--- config.mk ---
export PLATFORM = sky130hd
export DESIGN_NAME = fifo_burst_drain_flat
export DESIGN_NICKNAME = d
export VERILOG_FILES = /design/src/rtl/fifo_burst_drain_if.sv /design/src/rtl/fifo_burst_drain.sv /design/src/flat_wrapper.sv
export SDC_FILE = /design/constraint.sdc
export NUM_CORES = 1
export LEC_CHECK = 0
export ABC_AREA = 1
export ABC_CLOCK_PERIOD_IN_PS = 1700
export CAP_MARGIN = 25
export CORE_MARGIN = 10
export CORE_UTILIZATION = 30
export CTS_CLUSTER_SIZE = 40
export DETAILED_ROUTE_END_ITERATION = 7
export GPL_ROUTABILITY_DRIVEN = 0
export HOLD_SLACK_MARGIN = 0.08
export PLACE_DENSITY_LB_ADDON = 0.25
export SKIP_CTS_REPAIR_TIMING = 1
export SLEW_MARGIN = 20
export SYNTH_ARGS = -nofsm -noshare
export SYNTH_HDL_FRONTEND = slang
export SYNTH_SLANG_ARGS = --single-unit
--- constraint.sdc ---
create_clock -name clk -period 1.7 [get_ports clk]
set_clock_uncertainty 0.1 [all_clocks]
set_input_delay 0.34 -clock clk [delete_from_list [all_inputs] [get_ports clk]]
set_output_delay 0.34 -clock clk [all_outputs]
set_load 0.01 [all_outputs]
--- src/rtl/fifo_burst_drain_if.sv ---
`default_nettype none
// ============================================================================
// Module      : fifo_burst_drain_if
// Description : Bus bundle for the burst drain engine: FIFO read side, flush
//               and address-load controls, burst request and write-beat ports.
// Revision    : 1.0 - initial release
// ============================================================================
interface fifo_burst_drain_if #(
  parameter int WIDTH  = 8,
  parameter int CNT_W  = 2,
  parameter int ADDR_W = 12
);
  logic              fifo_empty;
  logic              fifo_rd_en;
  logic [WIDTH-1:0]  fifo_rd_data;
  logic              flush;
  logic              addr_load;
  logic [ADDR_W-1:0] base_addr;
  logic              bst_req;
  logic [ADDR_W-1:0] bst_addr;
  logic [CNT_W:0]    bst_len;
  logic              bst_ack;
  logic              dat_valid;
  logic [WIDTH-1:0]  dat_out;
  logic              dat_last;
  logic              dat_ready;
  logic              busy;

  // Engine side
  modport master (
    input  fifo_empty, fifo_rd_data, flush, addr_load, base_addr, bst_ack, dat_ready,
    output fifo_rd_en, bst_req, bst_addr, bst_len, dat_valid, dat_out, dat_last, busy
  );

  // Environment side (FIFO, controller, SDRAM write path)
  modport slave (
    output fifo_empty, fifo_rd_data, flush, addr_load, base_addr, bst_ack, dat_ready,
    input  fifo_rd_en, bst_req, bst_addr, bst_len, dat_valid, dat_out, dat_last, busy
  );
endinterface
`default_nettype wire

--- src/rtl/fifo_burst_drain.sv ---
`default_nettype none
// ============================================================================
// Module      : fifo_burst_drain
// Description : Drains a write-data FIFO into a staging buffer and issues
//               bursts of up to BURST_LEN words (FILL -> REQ -> SEND), with
//               flush for partial bursts and a wrapping address pointer.
// Revision    : 1.0 - initial release
// ============================================================================
module fifo_burst_drain #(
  parameter int WIDTH     = 8,
  parameter int BURST_LEN = 4,
  parameter int CNT_W     = 2,
  parameter int ADDR_W    = 12
) (
  input wire logic            clk,
  input wire logic            rst_n,
  fifo_burst_drain_if.master  bus
);

  localparam logic [1:0]     c_FILL = 2'd0;
  localparam logic [1:0]     c_REQ  = 2'd1;
  localparam logic [1:0]     c_SEND = 2'd2;
  localparam logic [CNT_W:0] c_FULL = (CNT_W+1)'(BURST_LEN);
  localparam logic [CNT_W:0] c_ONE  = {{CNT_W{1'b0}}, 1'b1};
  localparam logic [CNT_W:0] c_ZERO = '0;

  logic [1:0]        r_state;
  logic [1:0]        w_next;
  logic [CNT_W:0]    r_fill_cnt;
  logic [CNT_W:0]    r_iss_cnt;
  logic [CNT_W:0]    r_beat;
  logic              r_flush_pend;
  logic              r_cap_pend;   // a pop was issued last cycle; its data arrives now
  logic              r_run;        // holds off popping until the first edge after reset
  logic [ADDR_W-1:0] r_addr_ptr;
  logic [WIDTH-1:0]  r_buf [0:BURST_LEN-1];

  logic w_pop;
  logic w_go_req;
  logic w_last;
  logic w_beat_acc;
  logic w_done;

  assign w_pop      = (r_state == c_FILL) && r_run && !bus.fifo_empty &&
                      !r_flush_pend && (r_iss_cnt < c_FULL);
  assign w_go_req   = (r_fill_cnt == c_FULL) ||
                      (r_flush_pend && !r_cap_pend && (r_fill_cnt != c_ZERO));
  assign w_last     = (r_beat == (r_fill_cnt - c_ONE));
  assign w_beat_acc = (r_state == c_SEND) && bus.dat_ready;
  assign w_done     = w_beat_acc && w_last;

  // State register
  always_ff @(posedge clk or negedge rst_n) begin
    if (!rst_n) r_state <= c_FILL;
    else        r_state <= w_next;
  end

  // Next-state decode
  always_comb begin
    w_next = r_state;
    case (r_state)
      c_FILL:  if (w_go_req)    w_next = c_REQ;
      c_REQ:   if (bus.bst_ack) w_next = c_SEND;
      c_SEND:  if (w_done)      w_next = c_FILL;
      default:                  w_next = c_FILL;
    endcase
  end

  // Outputs decoded from state and registers only
  always_comb begin
    bus.fifo_rd_en = w_pop;
    bus.bst_req    = (r_state == c_REQ);
    bus.bst_addr   = r_addr_ptr;
    bus.bst_len    = r_fill_cnt;
    bus.dat_valid  = (r_state == c_SEND);
    bus.dat_out    = '0;
    bus.dat_last   = 1'b0;
    bus.busy       = (r_state == c_REQ) || (r_state == c_SEND);
    if (r_state == c_SEND) begin
      bus.dat_out  = r_buf[r_beat[CNT_W-1:0]];
      bus.dat_last = w_last;
    end
  end

  // Counters, flush tracking and address pointer
  always_ff @(posedge clk or negedge rst_n) begin
    if (!rst_n) begin
      r_run        <= 1'b0;
      r_cap_pend   <= 1'b0;
      r_fill_cnt   <= '0;
      r_iss_cnt    <= '0;
      r_beat       <= '0;
      r_flush_pend <= 1'b0;
      r_addr_ptr   <= '0;
    end else begin
      r_run      <= 1'b1;
      r_cap_pend <= w_pop;
      if (w_pop)      r_iss_cnt  <= r_iss_cnt + c_ONE;
      if (r_cap_pend) r_fill_cnt <= r_fill_cnt + c_ONE;
      if (r_state == c_FILL) begin
        // A flush with nothing staged or in flight is simply dropped
        if (bus.flush)
          r_flush_pend <= 1'b1;
        else if (r_flush_pend && !r_cap_pend && (r_fill_cnt == c_ZERO))
          r_flush_pend <= 1'b0;
        if (bus.addr_load) r_addr_ptr <= bus.base_addr;
      end
      if (w_beat_acc) begin
        if (w_last) begin
          r_addr_ptr   <= r_addr_ptr + ADDR_W'(r_fill_cnt);
          r_fill_cnt   <= '0;
          r_iss_cnt    <= '0;
          r_beat       <= '0;
          r_flush_pend <= 1'b0;
        end else begin
          r_beat <= r_beat + c_ONE;
        end
      end
    end
  end

  // Staging buffer: capture the word returned one cycle after each pop
  always_ff @(posedge clk) begin
    if (r_cap_pend && (r_fill_cnt != c_FULL))
      r_buf[r_fill_cnt[CNT_W-1:0]] <= bus.fifo_rd_data;
  end

endmodule
`default_nettype wire

--- src/flat_wrapper.sv ---
// flat-port wrapper written by rule: the top's interface ports become plain ports
module fifo_burst_drain_flat 
#(
  parameter int WIDTH     = 8,
  parameter int BURST_LEN = 4,
  parameter int CNT_W     = 2,
  parameter int ADDR_W    = 12
)
  (clk, rst_n, bus_fifo_empty, bus_fifo_rd_data, bus_flush, bus_addr_load, bus_base_addr, bus_bst_ack, bus_dat_ready, bus_fifo_rd_en, bus_bst_req, bus_bst_addr, bus_bst_len, bus_dat_valid, bus_dat_out, bus_dat_last, bus_busy);
  fifo_burst_drain_if #(.WIDTH(WIDTH), .CNT_W(CNT_W), .ADDR_W(ADDR_W)) bus_i ();
  input wire logic clk;
  input wire logic rst_n;
  input wire logic [$bits(bus_i.fifo_empty)-1:0] bus_fifo_empty;
  input wire logic [$bits(bus_i.fifo_rd_data)-1:0] bus_fifo_rd_data;
  input wire logic [$bits(bus_i.flush)-1:0] bus_flush;
  input wire logic [$bits(bus_i.addr_load)-1:0] bus_addr_load;
  input wire logic [$bits(bus_i.base_addr)-1:0] bus_base_addr;
  input wire logic [$bits(bus_i.bst_ack)-1:0] bus_bst_ack;
  input wire logic [$bits(bus_i.dat_ready)-1:0] bus_dat_ready;
  output wire logic [$bits(bus_i.fifo_rd_en)-1:0] bus_fifo_rd_en;
  output wire logic [$bits(bus_i.bst_req)-1:0] bus_bst_req;
  output wire logic [$bits(bus_i.bst_addr)-1:0] bus_bst_addr;
  output wire logic [$bits(bus_i.bst_len)-1:0] bus_bst_len;
  output wire logic [$bits(bus_i.dat_valid)-1:0] bus_dat_valid;
  output wire logic [$bits(bus_i.dat_out)-1:0] bus_dat_out;
  output wire logic [$bits(bus_i.dat_last)-1:0] bus_dat_last;
  output wire logic [$bits(bus_i.busy)-1:0] bus_busy;
  assign bus_i.fifo_empty = bus_fifo_empty;
  assign bus_i.fifo_rd_data = bus_fifo_rd_data;
  assign bus_i.flush = bus_flush;
  assign bus_i.addr_load = bus_addr_load;
  assign bus_i.base_addr = bus_base_addr;
  assign bus_i.bst_ack = bus_bst_ack;
  assign bus_i.dat_ready = bus_dat_ready;
  assign bus_fifo_rd_en = bus_i.fifo_rd_en;
  assign bus_bst_req = bus_i.bst_req;
  assign bus_bst_addr = bus_i.bst_addr;
  assign bus_bst_len = bus_i.bst_len;
  assign bus_dat_valid = bus_i.dat_valid;
  assign bus_dat_out = bus_i.dat_out;
  assign bus_dat_last = bus_i.dat_last;
  assign bus_busy = bus_i.busy;
  fifo_burst_drain #(.WIDTH(WIDTH), .BURST_LEN(BURST_LEN), .CNT_W(CNT_W), .ADDR_W(ADDR_W)) u_core (.clk(clk), .rst_n(rst_n), .bus(bus_i));
endmodule
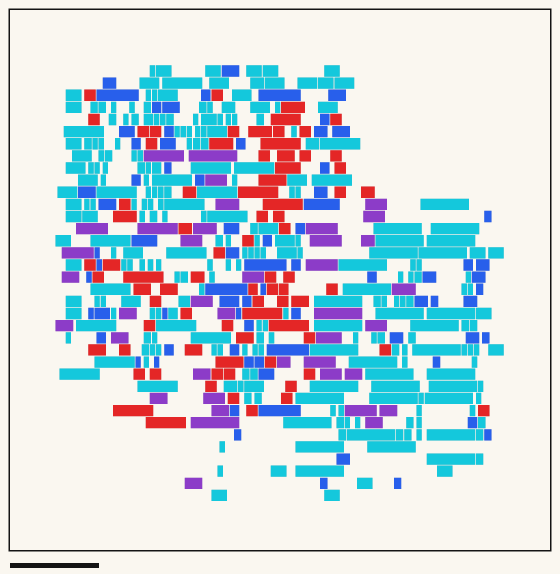
Fig. 1. Cell sizes after repair (run 1).
Bar = 20 um.
| size | colour | cells | most used |
|---|---|---|---|
| drive 3 to 4 | red | 78 | buf_4 |
| drive 6 and up | purple | 39 | buf_6 |
| drive 2 | blue | 75 | nand2_2 |
| drive 1 or less | cyan | 267 | nand2_1 |

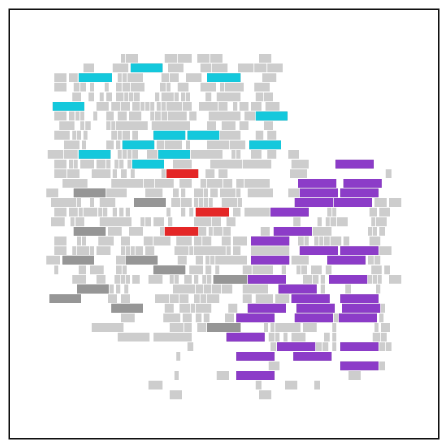
Fig. 2. Sequential cells coloured by netlist name (run 1).
Other sequential cells in the stronger grey, the rest of the logic in the fainter grey.
| signal | colour | sequential cells |
|---|---|---|
| u_core.bus.bst_len | red | 3 |
| u_core.r_buf | purple | 32 |
| u_core.bus.bst_addr | cyan | 12 |
not coloured: 11

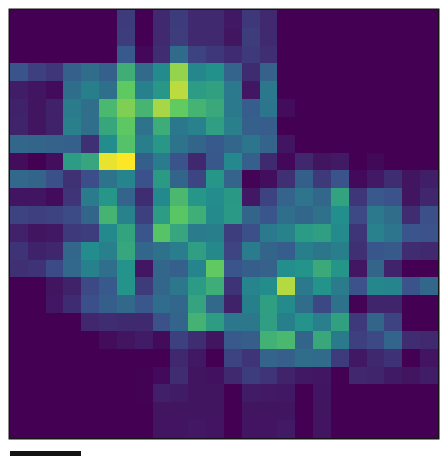
Fig. 3. Signal metal coverage by tile (run 1).
Bar = 20 um. 24 x 24 tiles, from dark purple (low) to yellow (high), scaled to the fullest tile. Values are wire area over tile area, all layers added.
densest ninth of the die: middle
emptiest ninth of the die: top right
tiles over half the peak: 11%

==> run summary, run 1 <==
Physical implementation status

The tool warning count stands at 35. In the synthesized netlist, the number of instances is 329. Detailed routing placed a total of roughly 400 um of wire on met3. The total power per unit cell area stands at 706 nW/um^2. The routed wire length per instance stands at roughly 14 um. The critical path is of the reg2out type. The design draws roughly 3.5 mW.

The setup slack after layout stands at -325 ps. The via count normalized by instance count stands at around 4.5. In the per-layer summary, the met1 wirelength comes to approximately 3800 um. STA classifies the critical path endpoint as a primary output.

According to the CTS report, the clock sink count is 58. The synthesized netlist devotes around 1.4% of its cell area to XOR and XNOR gates. The layer flagged by global routing as most heavily used is met2.

The finished layout holds slightly below 600 standard cells, fillers aside. The total area inside the core boundary comes to 9860 um^2. The report puts the cell count of the worst reg-to-reg path at 9.

The number of H-tree branching levels stands at 3. The buffer and inverter count on the worst path stands at 3. The number of library cell types mapped by synthesis stands at 34. The global-route wire length before repair stands at between 10,000 and 15,000 um.

For this block, the routed nets add up to around 8600 um of wire. According to the floorplan report, the die height is around 120 um. Global routing consumed, on the met1 layer, 13.5% of the routing resources.

The post-route minimum period stands at 2030 ps. The number of violations of the max-capacitance limit stands at 0. Relative to the synthesized area, the layout overhead comes to 62.2%. Summing the sequential cell areas from Yosys gives ~53% of the chip area.

The number of input and output port buffers inserted stands at 54. At the placement stage, the worst setup path has a slack of -461 ps. The final reports fail on negative setup slack.

The post-layout utilization of the core stands at about 50%. The number of buffers created by CTS stands at 9. Of all cell types, the one taking the most synthesized area is edfxtp_1. The number of routed nets with antenna violations stands at 0.

The via count of the first global-routing pass stands at around 2,600. For reference, the mux area share after synthesis is between 3 and 4%. The count of inserted antenna diode cells stands at 0. The area fraction of the dominant cell type after synthesis stands at 31.3%.

The die outline width stands at 121 um. Per the final layout report, the fraction of cells sized above drive strength 1 comes to between 40% and 50%. The run finished, with violations left. The number of nets at floorplan stands at about 370. According to the timing report, the data required time at the worst endpoint equals ~1300 ps. The placement row count stands at 36. The post-synthesis share of cell area spent on full adders, half adders and majority gates stands at ~6.4%. Per STA, the endpoint of the critical path is bus_dat_last.

In this run the full chip footprint comes out at 14,700 um^2. Endpoints with negative setup slack in the final report add up to 30. For this run the aggregate overflow at the end of global routing stands at 0.

Among logic cells in the layout, the one with the most instances is nand2_1. For reference, the final report shows the hold violation count at 0. The number of enable flip-flop cells stands at 32. In the placement report, post-DP HPWL is listed as around 5600 um. The commonest cells after synthesis are nand2_1 (72), nor2_1 (45), inv_1 (36).

Once synthesis finished, the tally of register bits stood at 58. The overall via count from detail_route stands at between 2,000 and 3,000. The internal reg-to-reg setup slack stands at -210 ps.

Broken down by cell family, the worst path's largest delay share belongs to flip-flops. The number of antenna violations at the first check in global routing was 0. The total number of cells along the worst setup path stands at 9. In the routed design, unresolved DRC markers number 0. The leakage component of the power stands at about 2.3 nW. Static timing analysis puts the maximum clock frequency at 494 MHz. The post-placement cell count stands at about 560. The most used flip-flop cell after synthesis is edfxtp_1.

In this run the critical path is formed by inv_4, ha_4, inv_2, nand2_2, nand2_2, nor2_4, nand2_2, nor2_2, buf_2. Summing all non-filler instances in the final layout gives an area of approximately 5000 um^2. The Yosys step of the flow raised 0 warnings.

The I/O pin total stands at roughly 55. The count of final max-slew check failures stands at 0. The final period utilization stands at 119%.

The area taken by multi-input combinational cells is reported as approximately 1600 um^2. The accumulated negative setup slack stands at -4320 ps. The min-delay analysis places its worst path in the category in2async. The OpenROAD report gives the critical path a data arrival time of roughly 1600 ps.

The flip-flop count of the largest register, all copies and words added stands at 32. The number of nets at the end of the flow stands at ~500. The clock-pin slew of the registers on the worst-case setup and hold paths stands at approximately 80 ps. The first-pass iteration count of the detailed router stands at 4. After the first detailed-routing iteration, the DRC count stood at 132. The launch point of the critical path was reported as u_core.bus.bst_len[1].

The startpoint identified for the worst register-to-register timing path is u_core.bus.bst_len[0]. The worst-case hold slack stands at roughly 270 ps. The synthesized netlist devotes between 20% and 30% of its cell area to simple gates. STA lists the maximum fanout along the critical path as 4.

The largest net degree at the start of global routing stands at 27. The synthesized area stands at just over 3000 um^2. Looking at the clock tree report, the maximum root-to-sink buffer count equals 2. The highest layer touched by signal routing is met4. The peak supply drop stands at about 0.44 mV.

The endpoint identified for the worst register-to-register timing path is u_core.bus.bst_addr[4]. The most numerous cell type found on the critical path is nand2_2. In the floorplan report the effective utilization is approximately 31%. Post-synthesis, Yosys gives the total cell area as approximately 3100 um^2.

The largest single stage delay on the critical path is around 390 ps. By instance count after routing, the leading logic cell types are nand2_1 (55), buf_4 (47), nor2_1 (38), edfxtp_1 (32), clkdlybuf4s50_1 (26). Sorting the synthesized cells by area gives the leading types as edfxtp_1 (31%), dfrtp_1 (21%), nand2_1 (8.8%). By instance count, the leading cell after synthesis is nand2_1. The area of all sequential standard cells stands at 1620 um^2.

The routing usage on met3 stands at under 10%. STA classifies the critical path startpoint as a flop. As reported, the later end of the worst-skew pair has a clock insertion delay of 340 ps. The mean post-synth cell area stands at 9.33 um^2. Per the synthesis report, the AND-OR/OR-AND share of the synthesized area is 8.24%. The async set-or-reset flop fraction in the synthesized netlist stands at between 40 and 50%.
==> run 1: power breakdown <==
| group | total, mW | switching, mW | internal [mW] | leakage (nW) |
|---|---|---|---|---|
| clock | 1.61 | 0.625 | 0.986 | 0.124 |
| combinational | 0.355 | 0.153 | 0.202 | 1.58 |
| sequential | 1.55 | 0.0316 | 1.52 | 0.591 |
==> run 1: worst register-to-register path: stages (launching register included) <==
cell and delay, ps:
dfrtp_2 390, buf_4 160, ha_4 150, inv_1 50, fa_2 370, o21bai_4 170
buf_4 130, nand2_1 50, xor2_1 140, o21ai_1 140
==> run 1: layout make-up <==
type,count,share of cell area [%]
multi-input combinational,224,31.3
timing repair inverter,1,0.101
sequential,58,32.5
tap,133,3.34
clock buffer,9,2.49
inverter,40,3.65
timing repair buffer,120,24.0
clock inverter,7,2.51
Fig. 4: run 1, placement view
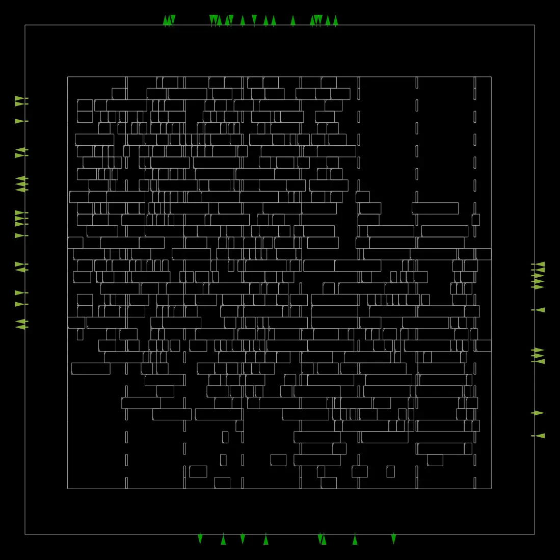

==> run 2: changes to the inputs <==
==> constraint.sdc (replaced) <==
create_clock -name clk -period 1.7 [get_ports clk]
set_clock_uncertainty 0.1 [all_clocks]
set_input_delay 0.255 -clock clk [delete_from_list [all_inputs] [get_ports clk]]
set_output_delay 0.255 -clock clk [all_outputs]
set_load 0.01 [all_outputs]
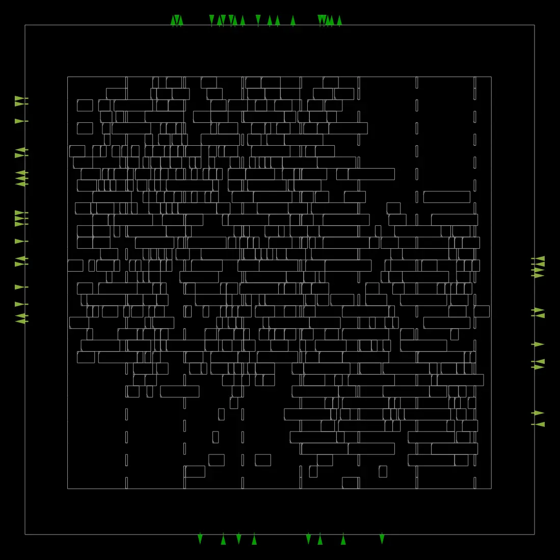
Fig. 5. Placement view (run 2).
final core utilization: 48.8%
flip-flops: 58
count of placed standard cells in the final layout, fillers left out: 585

==> run 2 against run 1 <==
Against the previous run:
- largest power group unchanged
- maximum frequency increased by 2.8%
- die area is the same
- the run still ends with negative setup slack left
- wire length decreased by 2.5%
- final cell count decreased by 1.2%
- largest cell class unchanged
- highest routed layer unchanged
- final area down 3.2%
- via count decreased by 1.0%
==> run summary, run 2 <==
Physical implementation status

The number of library cell types mapped by synthesis stands at 34. In this run the number of H-tree levels came out at 3. The most critical setup path has its startpoint at u_core.bus.bst_len[0]. The HPWL after detailed placement is around 5600 um.

The share of power burned in the clock network stands at a little under half. The most used flip-flop cell after synthesis is edfxtp_1. The effective utilization at floorplan stands at a little under a third. The worst setup path is launched from a flop. Relative to the synthesized area, the layout overhead comes to 57.1%. Following the worst setup path forward leads to its endpoint at bus_dat_last. The largest net degree at the start of global routing stands at 27. The number of enable flip-flop cells stands at 32. The run finished, with violations left. The data arrival time of the critical path stands at between 1500 and 2000 ps.

The chip area in the Yosys report stands at just over 3000 um^2. The core footprint stands at about 9900 um^2. The number of sinks on the clock net stands at 58. The fraction of synthesized cell area in xor and xnor cells stands at 1.43%. The accumulated negative setup slack stands at -2610 ps. At the later pin of the worst-skew pair, clock insertion delay measures between 300 and 400 ps. Yosys reports that the leading cell type by area covers between 30% and 40% of the netlist area. The OpenROAD report gives the critical path a required time of between 1000 and 1500 ps. The library cells used most frequently in the layout, excluding fill and tap cells, are nand2_1 (64), buf_4 (45), edfxtp_1 (32), clkdlybuf4s50_1 (29).

Note that the worst hold path type here is in2async. The last timing report of the flow puts the setup violation total at 31. The internal power of the cells totals approximately 2.7 mW. The final standard cell area without fillers stands at between 4000 and 5000 um^2.

Per the run summary, max-cap violations total 0. Counting flops with an async set or reset pin after synthesis yields a share of about 45%. Of the combinational cells, the family taking the most area is simple AND/OR/NAND/NOR gates. Per the final report, max-transition violations number 0. Routed signal wires occupy layers up through met4. The tool warning count stands at 35. The sequential logic power stands at between 1.5 and 2 mW. Per the timing report, the most critical flop-to-flop path originates at u_core.bus.bst_len[0]. The first-pass iteration count of the detailed router stands at 4. Global routing used 12.5% of the available met1 tracks. The buffer and inverter count on the worst path stands at 3.

The commonest cells after synthesis are nand2_1 (72), nor2_1 (45), inv_1 (36). The worst setup path is captured at a primary output. The synthesized area stands at between 3000 and 4000 um^2. The number of antenna violations at the first check in global routing came to 0. The die area stands at between 10,000 and 15,000 um^2. The synthesized netlist devotes between 20 and 25% of its cell area to simple gates. In the final layout, the multi-input gates occupy 1530 um^2.

After synthesis the netlist holds a flip-flop and latch count of between 50 and 60. Among all cell types in the netlist, the one instantiated most often is nand2_1. The setup path with the least slack is of type reg2out. Per the synthesis report, the dominant area consumer among library cells is edfxtp_1. After layout, the worst setup slack is -269 ps. The overall via count from detail_route stands at around 2,600. STA lists the endpoint of the worst register-to-register path as u_core.bus.bst_addr[8].

The met3 routed wirelength stands at just under 400 um. Per the final timing report, the hold violations number 0. The routed design could run at a clock period as short as approximately 2000 ps. The die outline width stands at 121 um. The number of routed nets with antenna violations stands at 0. Per STA, the highest per-stage delay on the worst path measures between 400 and 500 ps. During synthesis, Yosys emitted a total of 0 warnings.

The internal reg-to-reg setup slack stands at -240 ps. The largest part of the power goes to the clock network. Max fanout on the critical path was recorded as 5. In the synthesized netlist, mux cells make up 3.67% of the area. Post-route period utilization is reported as 116%.

The power attributed to combinational cells stands at between 0.3 and 0.4 mW. Yosys attributes the largest share of cell area to edfxtp_1 (31%), dfrtp_1 (21%), nand2_1 (8.8%). The routed wire length per instance stands at around 14 um.

The routing usage on met3 stands at roughly 3.4%. In this run, the combinational gates consume 9.6% of the power. The vertical die dimension reported for this design is around 120 um.

The via count normalized by instance count stands at between 4 and 5. The sequential fraction of the synthesis area stands at between 50% and 60%. The clock-pin slew of the registers on the worst-case setup and hold paths stands at 70 ps. The register with the most flip-flops in the layout has 32 of them. Looking at the global route congestion table, the highest-usage layer is met2. The total wire length after detailed routing stands at roughly 8400 um. The post-synthesis share of cell area spent on full adders, half adders and majority gates stands at 6.36%. The DRC violation total after the first TritonRoute iteration stands at approximately 99. The highest clock rate this design can be run at is 508 MHz. In this run the VDD rail shows a maximum IR drop of between 0.4 and 0.5 mV. After detailed routing, the wire length on met1 is ~3700 um. The leftover overflow at the end of global routing stands at 0.

The checks that failed: negative setup slack. A synthesized cell averages just over 9 um^2. The number of input and output port buffers inserted stands at between 50 and 60. The clock network power stands at about 1.6 mW. Across all hold checks on the routed design, the worst slack comes to around 190 ps. The analysis attributes to cell leakage a power of 2.22 nW. Walking the worst path, the cells encountered are buf_4, buf_6, nand2_1, nand2_2, nor2_4, nand2_1, nor2_2, clkbuf_2. The synthesized netlist handed to floorplanning was reported with a cell count of between 300 and 400. The share of final-layout standard cells stronger than drive strength 1 stands at about two fifths. Broken down by cell family, the worst path's largest delay share belongs to simple AND/OR/NAND/NOR gates. The floorplan report gives the top-level pin count as 55. The global-route wire length before repair stands at 12,400 um.

Leaving out fill and tap cells, the most frequent cell in the layout is nand2_1. The power report puts the net switching power at 0.788 mW. The via count of the first global-routing pass is about 2,600. The number of nets at floorplan stands at roughly 370. Per the synthesis report, the AND-OR/OR-AND share of the synthesized area is under 10%.

Counting cells, the worst reg-to-reg path comes to 11. Clock tree synthesis inserted a total of 9 buffers. The relative contribution of sequential cells to total power stands at between 40% and 50%. The sequential cells in the finished layout cover a total of about 1600 um^2. In this run the deepest clock path goes through 2 buffers. The count of inserted antenna diode cells stands at 0.
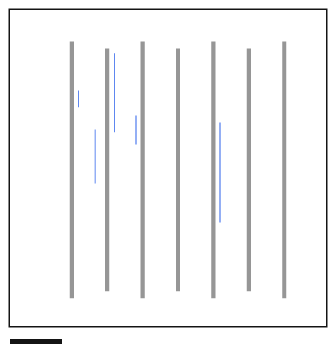
Fig. 6. M4 wires (run 2).
Bar = 20 um. Supply wires on this layer in grey.
main direction: vertical
nets with wire on the layer: 3
longest straight run: 38.1 um
share of all routed wire: 1.3%
wire length on this layer: 105 um

-- run 2: per-stage QoR --
stage | instances | utilization (%) | worst slack (ps)
after detailed placement | 555 | 41.6 | -402
after global routing | 585 | 48.8 | -360
final | 585 | 48.8 | -269
after floorplan | 329 | - | -79.5
after CTS | 571 | 44.2 | -768
after global placement | 555 | 41.6 | -360
-- run 2: layout make-up --
| cell class | instances | area share, % |
|---|---|---|
| Timing Repair inverter | 1 | 0.104 |
| Inverter | 40 | 3.48 |
| Sequential cell | 58 | 33.6 |
| Clock buffer | 9 | 2.57 |
| Tap cell | 133 | 3.45 |
| Timing Repair Buffer | 113 | 22.4 |
| Clock inverter | 7 | 2.60 |
| Multi-Input combinational cell | 224 | 31.8 |
==> run 3: changes to the inputs <==
ABC_CLOCK_PERIOD_IN_PS = default   (was 1700)
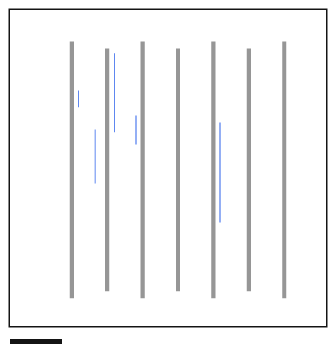
Fig. 7. M4 wires (run 3).
Bar = 20 um. Supply wires on this layer in grey.
nets with wire on the layer: 3
share of all routed wire: 1.3%
main direction: vertical
longest straight run: 38.1 um

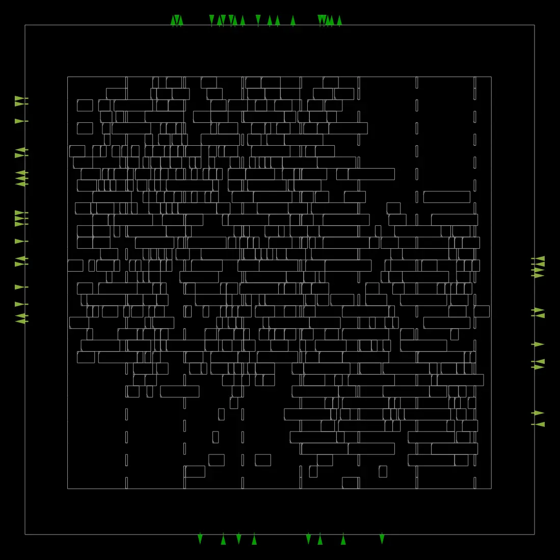
Fig. 8. Placement view (run 3).
fraction of standard cell area that is sequential: 33.6%
standard-cell row count: 36
# fillers: 913
core area: 9860 um^2
well tap count: 133

==> run 3 against run 2 <==
Against the previous run:
- die area stayed put
- via count stayed put
- combinational power barely moved
- critical endpoint unchanged
- highest routed layer unchanged
- final cell count unchanged
- clock power is essentially flat
- the run still ends with negative setup slack left
- non-clock buffer count unchanged
- sequential power about the same
==> run summary, run 3 <==
Physical implementation status

The flow ran to the end, but the final reports show violations. The checks that failed: negative setup slack. Warnings reported by Yosys during synthesis add up to 0.

The finished layout reports a core utilization of roughly 49%. The report lists the cells along the critical path as buf_4, buf_6, nand2_1, nand2_2, nor2_4, nand2_1, nor2_2, clkbuf_2. The number of maximum-capacitance violations recorded for the run is 0. Sorting the synthesized cells by area gives the leading types as edfxtp_1 (31%), dfrtp_1 (21%), nand2_1 (8.8%).

STA classifies the critical path endpoint as a primary output. The synthesis report names the predominant flop master as edfxtp_1. The number of antenna violations at the first check in global routing is 0. The power attributed to combinational cells stands at between 0.3 and 0.4 mW.

In this run the layout overhead on the synthesized area is reported as 57.1%. edfxtp_1 takes more of the synthesized area than any other cell. The via count normalized by instance count stands at 4.50. The number of enable flip-flop cells stands at 32. In the layout the commonest cells are nand2_1 (64), buf_4 (45), edfxtp_1 (32), clkdlybuf4s50_1 (29). For reference, the most critical setup path is categorized as reg2out. In this run, the synthesized area fraction spent on adder and majority cells is recorded as under 10%. After detailed placement, the design holds a cell count of 555. The flip-flop count of the largest register, all copies and words added stands at 32. The cell family contributing the most delay on the critical path is simple AND/OR/NAND/NOR gates. The routed wire length per instance stands at ~14 um.

Routed signal wires occupy layers up through met4. The most critical min-delay path falls under in2async. The flow reports an fmax of 508 MHz. The repair_antennas step left the layout with diodes totalling 0. CTS placed an instance of clkbuf_8 at the clock tree root. Per report_power, the Clock row totals between 1.5 and 2 mW. The global-route wire length before repair stands at roughly 12,000 um. In this run the deepest clock path goes through 2 buffers.

Per the skew report, the later register of the worst-skew pair sees a clock latency of between 300 and 400 ps. In the final report, the number of hold violations comes to 0. The most common logic cell in the final layout is nand2_1.

Across all layers, the routed design uses around 2,600 vias. The critical path maximum fanout is 5. Per the detail_route log, met3 wirelength is between 300 and 400 um. The worst-case hold slack stands at 187 ps. The peak supply drop stands at between 0.4 and 0.5 mV. Pin placement for this block handled between 50 and 60 I/O pins. Among the non-sequential cells, simple AND/OR/NAND/NOR gates take the most area. The sequential logic power stands at ~1.6 mW. Cells with a size suffix above 1 make up around two fifths of the layout.

Per the synthesis report, the number of distinct cell types is 34. The accumulated negative setup slack stands at -2610 ps. Summing all non-filler instances in the final layout gives an area of 4820 um^2. The instance tally after logic synthesis stands at 329. The number of buffers created by CTS stands at 9. The share of total power dissipated in sequential elements is approximately 45%.

The via count of the first global-routing pass came to 2,635. The area fraction of the dominant cell type after synthesis stands at a little under a third. STA on the placed design reports a worst setup slack of -402 ps. After Yosys synthesis, XOR and XNOR cells account for 1.43% of the synthesized area. In the power breakdown, the internal column shows roughly 2.7 mW. The share of synthesized cell area in and, or, nand and nor gates stands at between 20% and 30%. The count of unresolved DRC violations after routing stands at 0. The data arrival time of the critical path stands at around 1600 ps. Sorting the synthesis cell report by count puts at the top nand2_1. The overall die size recorded for this design is approximately 15,000 um^2. Measured along the x axis, the die boundary spans roughly 120 um. Yosys reported that registers with async set or reset make up approximately 45%. The number of nets in the synthesized netlist is approximately 370. The area fraction in mux cells stands at about 3.7%.

The number of nets at the end of the flow stands at 489. The peak per-stage delay on the critical path stands at between 400 and 500 ps. After synthesis, the mean cell area works out to ~9.3 um^2.

The global-route total usage across every layer stands at 10.6%. Among the stages of the critical path, the cell type that occurs most often is nand2_1. After synthesis the netlist holds a flip-flop and latch count of between 50 and 60. After layout, the worst path uses 116% of the clock period.

The DRC violation total after the first TritonRoute iteration stands at around 100. The overall power of the completed layout stands at 3.48 mW. The post-route met1 wirelength stands at 3700 um.

The critical path contains buffers and inverters numbering 3 combined. The leftover overflow at the end of global routing stands at 0. The final tally of setup violations stands at 31. After the flow finishes, the layout carries non-filler instances totaling between 500 and 600. The total wire length after detailed routing stands at around 8400 um. The fraction of power spent switching nets stands at between 20% and 30%. Across all stage logs, warnings added up to 35.

The power report attributes to the clock group a share of about 46%. Per Yosys stat, the portion of area used by sequential elements is 52.5%. The setup slack after layout stands at -269 ps.

The leakage component of the power stands at approximately 2.2 nW. The number of input and output port buffers inserted stands at 54. In this run the most used layer during global routing was met2.

The chip area in the Yosys report stands at around 3100 um^2. The final max-slew violation count recorded for this run is 0. The aoi/oai-family share of the synthesized area stands at under 10%. After clock tree synthesis, the clock-pin slew on the worst setup and hold paths is approximately 70 ps. The dominant power group in this design is the clock network.

In this run the critical register-to-register path is launched from u_core.bus.bst_len[0]. The proportion of power drawn by combinational gates stands at 9.6%. The number of sinks on the clock net stands at 58. The largest net degree at the start of global routing stands at 27. The total power per unit cell area stands at 722 nW/um^2. The sum of net half-perimeters after detailed placement stands at 5610 um.

The floorplan step set the die height to about 120 um. The script extracted a net switching power of 0.788 mW. The count of nets left with antenna violations once routing finished came out at 0. The synthesized area stands at approximately 3100 um^2.

The post-route minimum period stands at roughly 2000 ps. The routing usage on met3 stands at 3.40%. OpenSTA lists the critical path startpoint as u_core.bus.bst_len[0]. STA classifies the critical path startpoint as a flop. Before antenna repair, the detailed router went through 4 iterations.

The commonest cells after synthesis are nand2_1 (72), nor2_1 (45), inv_1 (36). The endpoint required time on the critical path stands at between 1000 and 1500 ps. The met1 track utilization from global routing stands at between 10% and 20%. The clock tree synthesis step divided the H-tree into 3 levels. The effective utilization at floorplan stands at between 30% and 40%.
run 3: cell counts in the layout (fill, tap and decap cells not counted):
Identical to the previous run, type by type.
run 3: worst paths after layout:
path / endpoint / slack, ps / cells after the start
setup / recovery: bus_dat_last / -270 / 8
hold / removal: u_core.bus.bst_addr[6] / 190 / 2
setup reg to reg: u_core.bus.bst_addr[8] / -240 / 11
hold reg to reg: u_core.r_iss_cnt[2] / 440 / 4
max in group asynchronous: u_core.bus.bst_len[0] / 1010 / 2
min in group clk: u_core.r_flush_pend / 440 / 5
run 3: final cells by class:
class / count / area, um^2
inverters: 40 / 168
clock buffers: 9 / 124
well taps: 133 / 166
repair buffers: 113 / 1080
fillers: 913 / 5050
repair inverters: 1 / 5.00
clock inverters: 7 / 125
flip-flops and latches: 58 / 1620
multi-input cells: 224 / 1530

==> notes/layouts.md <==
Pictures saved along the way, in no particular order.

Clock network drawn from the DEF.
image #1
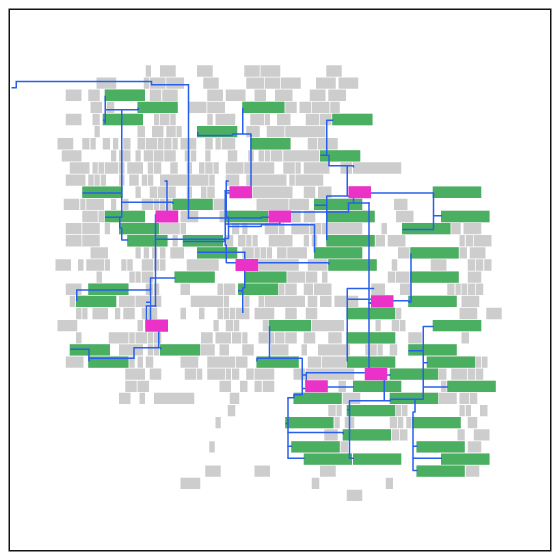
image #2
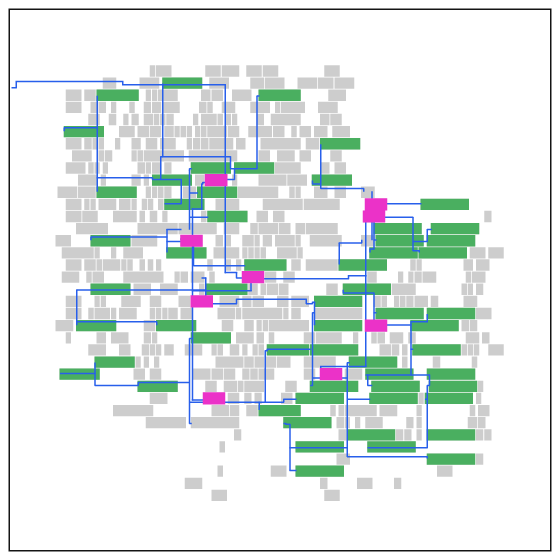
Image #1 comes from run 3.
Image #2 comes from run 1.

Key to image #2:
[cells driving clock nets] magenta | count: 9
[flip-flops] green | count: 58
[clock wires] blue | length: 918 um
routed clock nets: 10

Power is estimated from default activity; no workload was simulated.
